File: config.mk
export PLATFORM = sky130hd
export DESIGN_NAME = lsu_flat
export DESIGN_NICKNAME = d
export VERILOG_FILES = /design/src/rtl/lsu_pkg.sv /design/src/rtl/lsu_if.sv /design/src/rtl/lsu_align.sv /design/src/rtl/lsu.sv /design/src/flat_wrapper.sv
export SDC_FILE = /design/constraint.sdc
export NUM_CORES = 1
export LEC_CHECK = 0
export CAP_MARGIN = 20
export CORE_ASPECT_RATIO = 1.2
export CORE_MARGIN = 2
export CORE_UTILIZATION = 36
export CTS_CLUSTER_SIZE = 12
export DETAILED_ROUTE_END_ITERATION = 12
export PLACE_DENSITY = 0.69
export RECOVER_POWER = 100
export SYNTH_ARGS = -nofsm -noshare
export SYNTH_HDL_FRONTEND = slang
export SYNTH_SLANG_ARGS = --single-unit
File: constraint.sdc
create_clock -name clk_i -period 2.75 [get_ports clk_i]
set_input_delay 0.55 -clock clk_i [delete_from_list [all_inputs] [get_ports clk_i]]
set_output_delay 0.55 -clock clk_i [all_outputs]
set_load 0.1 [all_outputs]
File: src/rtl/lsu_pkg.sv
// Shared encodings and types for the load/store unit.
package lsu_pkg;

    localparam logic [1:0] SIZE_B = 2'b00;
    localparam logic [1:0] SIZE_H = 2'b01;
    localparam logic [1:0] SIZE_W = 2'b10;
    localparam logic [1:0] SIZE_X = 2'b11;

    typedef enum logic [2:0] {IDLE, LOAD, RMW_RD, WRITE, RESP} lsu_state_t;

    typedef struct packed {
        logic        we;
        logic [1:0]  size;
        logic        uns;
        logic [31:0] wdata;
    } lsu_req_t;

    // Misaligned halves/words and the reserved size are rejected
    function automatic logic lsu_is_err(input logic [1:0] size, input logic [1:0] lo);
        return (size == SIZE_X) || (size == SIZE_H && lo[0]) || (size == SIZE_W && lo != 2'b00);
    endfunction

endpackage

File: src/rtl/lsu_if.sv
// CPU-side request/response bundle of the load/store unit.
interface lsu_if #(parameter int AW = 14);
    logic          req_i;
    logic          we_i;
    logic [1:0]    size_i;
    logic          unsigned_i;
    logic [AW-1:0] addr_i;
    logic [31:0]   wdata_i;
    logic          ready_o;
    logic          done_o;
    logic          err_o;
    logic [31:0]   rdata_o;

    modport master (output req_i, we_i, size_i, unsigned_i, addr_i, wdata_i,
                    input  ready_o, done_o, err_o, rdata_o);
    modport slave  (input  req_i, we_i, size_i, unsigned_i, addr_i, wdata_i,
                    output ready_o, done_o, err_o, rdata_o);
endinterface

File: src/rtl/lsu_align.sv
// Lane extraction with sign/zero extension for loads, lane merge for stores.
module lsu_align
    import lsu_pkg::*;
(
    input  logic [31:0] word,
    input  logic [1:0]  lo,
    input  logic [1:0]  size,
    input  logic        uns,
    input  logic [31:0] data,
    output logic [31:0] ld,
    output logic [31:0] st
);
    always_comb begin
        logic [7:0]  b;
        logic [15:0] h;
        b  = word[{lo, 3'b000} +: 8];
        h  = word[{lo[1], 4'b0000} +: 16];
        ld = word;
        st = data;
        case (size)
            SIZE_B: begin
                ld = {{24{~uns & b[7]}}, b};
                st = word;
                st[{lo, 3'b000} +: 8] = data[7:0];
            end
            SIZE_H: begin
                ld = {{16{~uns & h[15]}}, h};
                st = word;
                st[{lo[1], 4'b0000} +: 16] = data[15:0];
            end
            default: begin
                ld = word;
                st = data;
            end
        endcase
    end
endmodule

File: src/rtl/lsu.sv
// Load/store unit: byte/half/word access to a word-wide memory, sub-word stores via read-modify-write.
module lsu
    import lsu_pkg::*;
#(
    parameter  int NUMWORDS = 4096,
    localparam int AW       = $clog2(NUMWORDS) + 2
) (
    input  logic          clk_i,
    input  logic          rst_i,
    lsu_if.slave          cpu,
    output logic          mem_re_o,
    output logic [AW-3:0] mem_raddr_o,
    input  logic [31:0]   mem_rdata_i,
    output logic          mem_we_o,
    output logic [AW-3:0] mem_waddr_o,
    output logic [31:0]   mem_wdata_o
);
    lsu_state_t    state, nxt;
    lsu_req_t      rq;
    logic [AW-1:0] addr_q;
    logic          err_q;
    logic [31:0]   rdata_q, mbuf, ld, st;
    logic          acc, acc_err;

    assign acc     = (state == IDLE) && cpu.req_i;
    assign acc_err = lsu_is_err(cpu.size_i, cpu.addr_i[1:0]);

    lsu_align u_align (
        .word (mem_rdata_i),
        .lo   (addr_q[1:0]),
        .size (rq.size),
        .uns  (rq.uns),
        .data (rq.wdata),
        .ld   (ld),
        .st   (st)
    );

    always_ff @(posedge clk_i) begin
        if (rst_i) state <= IDLE;
        else       state <= nxt;
    end

    always_comb begin
        nxt = state;
        case (state)
            IDLE: if (cpu.req_i) begin
                if (acc_err)                  nxt = RESP;
                else if (!cpu.we_i)           nxt = LOAD;
                else if (cpu.size_i == SIZE_W) nxt = WRITE;
                else                          nxt = RMW_RD;
            end
            LOAD:    nxt = RESP;
            RMW_RD:  nxt = WRITE;
            WRITE:   nxt = RESP;
            RESP:    nxt = IDLE;
            default: nxt = IDLE;
        endcase
    end

    // Enables are gated by reset so an abandoned request never reaches memory
    always_comb begin
        cpu.ready_o = (state == IDLE);
        cpu.done_o  = (state == RESP);
        cpu.err_o   = (state == RESP) && err_q;
        cpu.rdata_o = rdata_q;
        mem_re_o    = !rst_i && (state == LOAD || state == RMW_RD);
        mem_we_o    = !rst_i && (state == WRITE);
        mem_raddr_o = addr_q[AW-1:2];
        mem_waddr_o = addr_q[AW-1:2];
        mem_wdata_o = (rq.size == SIZE_W) ? rq.wdata : mbuf;
    end

    always_ff @(posedge clk_i) begin
        if (rst_i) begin
            rq      <= '0;
            addr_q  <= '0;
            err_q   <= 1'b0;
            rdata_q <= '0;
            mbuf    <= '0;
        end else begin
            if (acc) begin
                rq     <= '{we: cpu.we_i, size: cpu.size_i, uns: cpu.unsigned_i, wdata: cpu.wdata_i};
                addr_q <= cpu.addr_i;
                err_q  <= acc_err;
            end
            if (state == LOAD)   rdata_q <= ld;
            if (state == RMW_RD) mbuf    <= st;
        end
    end
endmodule
File: src/flat_wrapper.sv
// flat-port wrapper written by rule: the top's interface ports become plain ports
module lsu_flat import lsu_pkg::*;
#(
    parameter  int NUMWORDS = 4096,
    localparam int AW       = $clog2(NUMWORDS) + 2
)
  (clk_i, rst_i, mem_re_o, mem_raddr_o, mem_rdata_i, mem_we_o, mem_waddr_o, mem_wdata_o, cpu_req_i, cpu_we_i, cpu_size_i, cpu_unsigned_i, cpu_addr_i, cpu_wdata_i, cpu_ready_o, cpu_done_o, cpu_err_o, cpu_rdata_o);
  lsu_if cpu_i ();
  input  logic clk_i;
  input  logic rst_i;
  output logic mem_re_o;
  output logic [AW-3:0] mem_raddr_o;
  input  logic [31:0] mem_rdata_i;
  output logic mem_we_o;
  output logic [AW-3:0] mem_waddr_o;
  output logic [31:0] mem_wdata_o;
  input wire logic [$bits(cpu_i.req_i)-1:0] cpu_req_i;
  input wire logic [$bits(cpu_i.we_i)-1:0] cpu_we_i;
  input wire logic [$bits(cpu_i.size_i)-1:0] cpu_size_i;
  input wire logic [$bits(cpu_i.unsigned_i)-1:0] cpu_unsigned_i;
  input wire logic [$bits(cpu_i.addr_i)-1:0] cpu_addr_i;
  input wire logic [$bits(cpu_i.wdata_i)-1:0] cpu_wdata_i;
  output wire logic [$bits(cpu_i.ready_o)-1:0] cpu_ready_o;
  output wire logic [$bits(cpu_i.done_o)-1:0] cpu_done_o;
  output wire logic [$bits(cpu_i.err_o)-1:0] cpu_err_o;
  output wire logic [$bits(cpu_i.rdata_o)-1:0] cpu_rdata_o;
  assign cpu_i.req_i = cpu_req_i;
  assign cpu_i.we_i = cpu_we_i;
  assign cpu_i.size_i = cpu_size_i;
  assign cpu_i.unsigned_i = cpu_unsigned_i;
  assign cpu_i.addr_i = cpu_addr_i;
  assign cpu_i.wdata_i = cpu_wdata_i;
  assign cpu_ready_o = cpu_i.ready_o;
  assign cpu_done_o = cpu_i.done_o;
  assign cpu_err_o = cpu_i.err_o;
  assign cpu_rdata_o = cpu_i.rdata_o;
  lsu #(.NUMWORDS(NUMWORDS)) u_core (.clk_i(clk_i), .rst_i(rst_i), .cpu(cpu_i), .mem_re_o(mem_re_o), .mem_raddr_o(mem_raddr_o), .mem_rdata_i(mem_rdata_i), .mem_we_o(mem_we_o), .mem_waddr_o(mem_waddr_o), .mem_wdata_o(mem_wdata_o));
endmodule
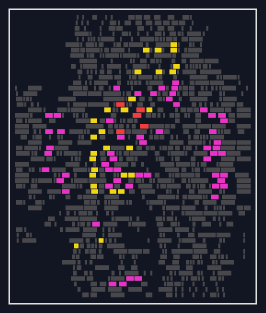
logic_types.png
Drawn at 2 px/um.
Red stands for fa/ha/maj cells, cells 5, most used ha_1. Yellow stands for non-inverting ao/oa cells, cells 29, most used a221o_1. Magenta stands for mux cells, cells 56, most used mux2_1.

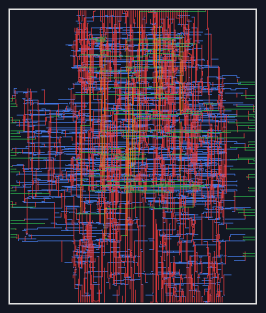
wires.png
Drawn at 2 px/um.
Blue stands for metal 1, wire length 8260 um. Red stands for metal 2, wire length 10100 um. Orange stands for metal 4, wire length 763 um. Green stands for metal 3, wire length 1450 um.

==> impl_metrics.xml <==
<?xml version="1.0" encoding="UTF-8"?>
<metrics>
  <group name="synthesis">
    <metric name="yosys-dominant-comb-family" unit="">AND-OR/OR-AND gates</metric>
    <metric name="synthesized_nets" unit="">816</metric>
    <metric name="synth_top_flop_cell" unit="">dfxtp_1</metric>
    <metric name="mux_share" unit="">0.102</metric>
    <metric name="synth.cellmix.simpleShare" unit="">0.193</metric>
    <metric name="ys_sh_xor" unit="">0.00144</metric>
    <metric name="synth_cell_types" unit="">47</metric>
    <metric name="yosys.stat.seqShare" unit="">0.384</metric>
    <metric name="synth.avg_cell_area" unit="um2">8.39</metric>
    <metric name="ys_seq_elements" unit="">117</metric>
    <metric name="async_reset_ff_frac" unit="">0</metric>
    <metric name="post_synth_inst_count" unit="">726</metric>
    <metric name="common_cells" unit="">nand2_1, dfxtp_1, nor2_1, a21oi_1, mux2_2</metric>
    <metric name="yosys-stat-area" unit="mm2">0.00609</metric>
    <metric name="most_common_cell_in_the_synthesized_netlist" unit="">nand2_1</metric>
    <metric name="synth_area_leader" unit="">dfxtp_1</metric>
    <metric name="synth_warnings" unit="">0</metric>
    <metric name="top_cells_by_area" unit="">dfxtp_1, mux2_2, nand2_1</metric>
    <metric name="post-synth-top-area-fraction" unit="">0.384</metric>
    <metric name="synth-cells-yosys" unit="">726</metric>
    <metric name="synth-compound-area-share" unit="">0.224</metric>
    <metric name="adder_share" unit="">0.0103</metric>
    <metric name="count_of_flip_flops_with_a_built_in_enable_after_synthesis" unit="">0</metric>
    <metric name="combined_area_of_all_synthesized_cells" unit="mm2">0.00609</metric>
  </group>
  <group name="clock_tree">
    <metric name="cts.repair_timing.setup_buffer_count" unit="">0</metric>
    <metric name="cts_root_buffer" unit="">clkbuf_16</metric>
    <metric name="ctsResizeCount" unit="">0</metric>
    <metric name="ctsHtreeMaxLevel" unit="">4</metric>
    <metric name="holdBufCountCts" unit="">0</metric>
    <metric name="cts-root-to-sink-buffers" unit="">2</metric>
    <metric name="clk_transition_reported_paths" unit="ns">0.06</metric>
    <metric name="tritoncts" unit="">built</metric>
  </group>
  <group name="die">
    <metric name="die_area" unit="mm2">0.0180</metric>
    <metric name="boundaryPins" unit="">178</metric>
    <metric name="dieHeight" unit="um">147</metric>
    <metric name="core_region_area" unit="mm2">0.0167</metric>
    <metric name="placement_rows" unit="">52</metric>
    <metric name="floorplanUtilization" unit="">0.364</metric>
    <metric name="chipWidth" unit="um">123</metric>
  </group>
  <group name="timing">
    <metric name="whs" unit="ns">0.388</metric>
    <metric name="period_minus_slack" unit="ns">2.63</metric>
    <metric name="setup_viol" unit="">0</metric>
    <metric name="hold_violations" unit="">0</metric>
    <metric name="fmaxAchievable" unit="GHz">0.380</metric>
    <metric name="worstMarginPinSlew" unit="ns">1.21</metric>
    <metric name="relSlewSlack" unit="">0.199</metric>
    <metric name="timing.final.crit_share" unit="">0.957</metric>
    <metric name="grt_setup_unrepaired" unit="">false</metric>
    <metric name="final_max_slew_viol_count" unit="">0</metric>
  </group>
  <group name="outcome">
    <metric name="outcome" unit="">finished clean</metric>
  </group>
  <group name="setup_path">
    <metric name="setup.worst_path.class" unit="">flop to primary output</metric>
    <metric name="critical_path_arrival" unit="ns">2.08</metric>
    <metric name="setup.worst_path.start_class" unit="">flop</metric>
    <metric name="cp_num_buf_inv" unit="">2</metric>
    <metric name="cpLargestDelayFamily" unit="">flip-flops</metric>
    <metric name="critPathCaptureType" unit="">primary output</metric>
    <metric name="critPathRequiredTime" unit="ns">2.20</metric>
    <metric name="crit_path_cell_trace" unit="">nor2b_1 -&gt; buf_6 -&gt; mux2_1 -&gt; buf_12</metric>
    <metric name="critPathMaxFanout" unit="">32</metric>
    <metric name="crit_path_max_cell_delay" unit="ns">0.51</metric>
    <metric name="slowest_stage" unit="">dfxtp_2</metric>
  </group>
  <group name="route">
    <metric name="vias" unit="">5902</metric>
    <metric name="via_per_inst" unit="">5.43</metric>
    <metric name="remaining_drc_errors" unit="">0</metric>
    <metric name="first_iter_violations" unit="">458</metric>
    <metric name="detail-route-antenna-nets" unit="">0</metric>
    <metric name="dr.pass1.iters" unit="">7</metric>
    <metric name="route.final.wire_length" unit="mm">20.6</metric>
    <metric name="drt-wirelength-per-cell" unit="um">19.0</metric>
  </group>
  <group name="power">
    <metric name="power_per_cell_area" unit="mW/mm2">715</metric>
    <metric name="vdd_ir_drop_max" unit="uV">438</metric>
    <metric name="leakage" unit="nW">3.09</metric>
  </group>
  <group name="global_route">
    <metric name="grt_start_max_net_pins" unit="">61</metric>
    <metric name="grt_antenna_before_repair" unit="">0</metric>
    <metric name="grt_first_pass_wirelength" unit="mm">31.1</metric>
    <metric name="grt_total_usage" unit="">0.227</metric>
    <metric name="first_global_vias" unit="">5538</metric>
    <metric name="globalRoute.totalOverflow" unit="">0</metric>
  </group>
  <group name="placement">
    <metric name="gp_routability_congestion" unit="">0.885</metric>
    <metric name="dpl.cell_count" unit="">1054</metric>
    <metric name="port_buffers" unit="">177</metric>
    <metric name="detailedPlacementHpwl" unit="mm">14.7</metric>
  </group>
  <group name="layout">
    <metric name="design.final.nets" unit="">947</metric>
    <metric name="diodes" unit="">0</metric>
    <metric name="finish.cell_count_without_fillers" unit="">1086</metric>
    <metric name="drive_gt1_frac" unit="">0.136</metric>
    <metric name="layout.filler_cells" unit="">1602</metric>
    <metric name="area_delta_synth_final" unit="%">37.6</metric>
  </group>
  <group name="flow_run">
    <metric name="number_of_openroad_warnings" unit="">31</metric>
    <metric name="max_cap_viol_count" unit="">0</metric>
  </group>
  <group name="min_path">
    <metric name="holdCritPathClass" unit="">primary input to flop</metric>
  </group>
</metrics>
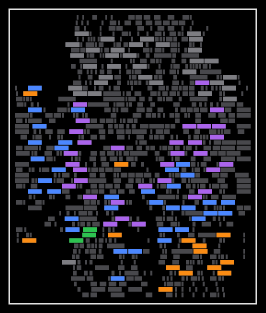
flops_by_reg.png
Drawn at 2 px/um.
Orange stands for u_core.addr_q, placed flops 14. Blue stands for u_core.rq, placed flops 35. Purple stands for u_core.mbuf, placed flops 32. Green stands for u_core.state, placed flops 3.
Another 33 sequential cells are not coloured.
register share of the cell area: 0.279
Layout Utilization: 0.501
power consumed by sequential cells: 0.00193 W

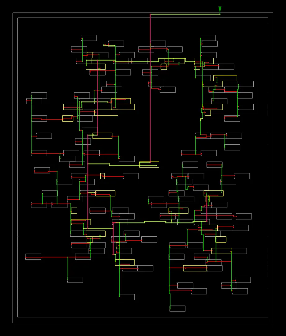
clocks.png
Clock Skews: 0.00568 ns
Clock Latency Late Sink: 0.42 ns
number of buffers created by CTS: 17
CTS Sinks: 117
Clock Power: 0.00236 W

[per-stage QoR]
step / setup WS (ns) / power, W / setup TNS [ns] / util / cell area [um2]
finish: 0.119 / 0.00600 / 0 / 0.501 / 8390
global route: 0.0596 / 0.00621 / 0 / 0.501 / 8390
CTS: 0.0459 / 0.00611 / 0 / 0.521 / 8720
detailed placement: 0.344 / 0.00375 / 0 / 0.483 / 8080
global placement: 0.426 / 0.00374 / 0 / 0.483 / 8080
floorplan: -0.427 / 0.00319 / -0.480 / - / 6110
[report_power, final]
group	switching (W)	internal, W	total, W	leakage [nW]
Sequential	0.000113	0.00182	0.00193	0.956
Clock	0.000810	0.00156	0.00236	0.293
Combinational	0.00121	0.000498	0.00171	1.84
Total	0.00213	0.00387	0.00600	3.09
[final timing paths]
check                                     start                                  end  slack, ns  cells past startpoint
setup / recovery     u_core.rq[34]$_SDFFE_PP0P_                      mem_wdata_o[19]       0.12                      4
hold / removal                            rst_i            u_core.err_q$_SDFFE_PP0P_       0.39                      2
setup reg to reg  u_core.addr_q[1]$_SDFFE_PP0P_  u_core.cpu.rdata_o[20]$_SDFFE_PP0P_       0.30                      5
hold reg to reg       u_core.err_q$_SDFFE_PP0P_            u_core.err_q$_SDFFE_PP0P_       0.46                      2
[layout make-up]
cell class | instances | area, um2 | area share
Timing Repair Buffer | 200 | 1900 | 0.226
Multi-Input combinational cell | 509 | 3190 | 0.381
Sequential cell | 117 | 2340 | 0.279
Clock inverter | 13 | 180 | 0.0215
Inverter | 12 | 45.0 | 0.00537
Tap cell | 216 | 270 | 0.0322
Clock buffer | 19 | 453 | 0.0540
[placed cells by master, fill, tap and decap left out, types with 3 or more instances in the layout]
master and n:
o22ai_1 8, o21ai_0 9, inv_1 12, nor2b_1 5
mux2_2 17, mux2_1 30, nand2b_1 3, clkdlybuf4s50_1 82
buf_4 16, clkbuf_16 17, clkinvlp_4 6, ha_1 5
buf_12 34, a21oi_1 58, bufinv_16 4, nor4_1 3
clkinv_2 3, o21bai_1 9, or3b_1 3, dfxtp_1 116
mux2i_1 9, a221o_1 23, a211oi_2 3, nor2_1 63
a311oi_1 8, a211oi_1 23, clkbuf_1 59, nand2_1 135
a221oi_1 32, nor3_1 36, clkbuf_2 7
[worst register-to-register path: stages (launching register included)]
cell	delay, ns
dfxtp_1	0.35
clkbuf_2	0.61
mux2i_1	0.20
or3_1	0.40
o311a_2	0.51
a211oi_1	0.28
[registers in the layout (all words and copies together), names as in the netlist]
register	flops
u_core.cpu.rdata_o	32
u_core.addr_q	14
u_core.rq	35
u_core.state	3
u_core.mbuf	32
u_core.err_q	1
[logic make-up (layout without fill, tap and decap cells)]
group,Yosys count,in the layout
AND-OR/OR-AND,182,182
adder cells (fa/ha/maj),5,5
XOR/XNOR,1,1
AND/OR/NAND/NOR,265,265
flip-flops,117,117
multiplexers,56,56
buffers and inverters,100,244
[layer usage]
layer / track usage / up-vias / wire length [um]
met4: 0.106 / 0 / 763
met3: 0.0504 / 50 / 1450
met5: 0 / - / 0
li1: - / 2844 / -
met2: 0.372 / 229 / 10100
met1: 0.279 / 2779 / 8260
Power is estimated from default activity; no workload was simulated.
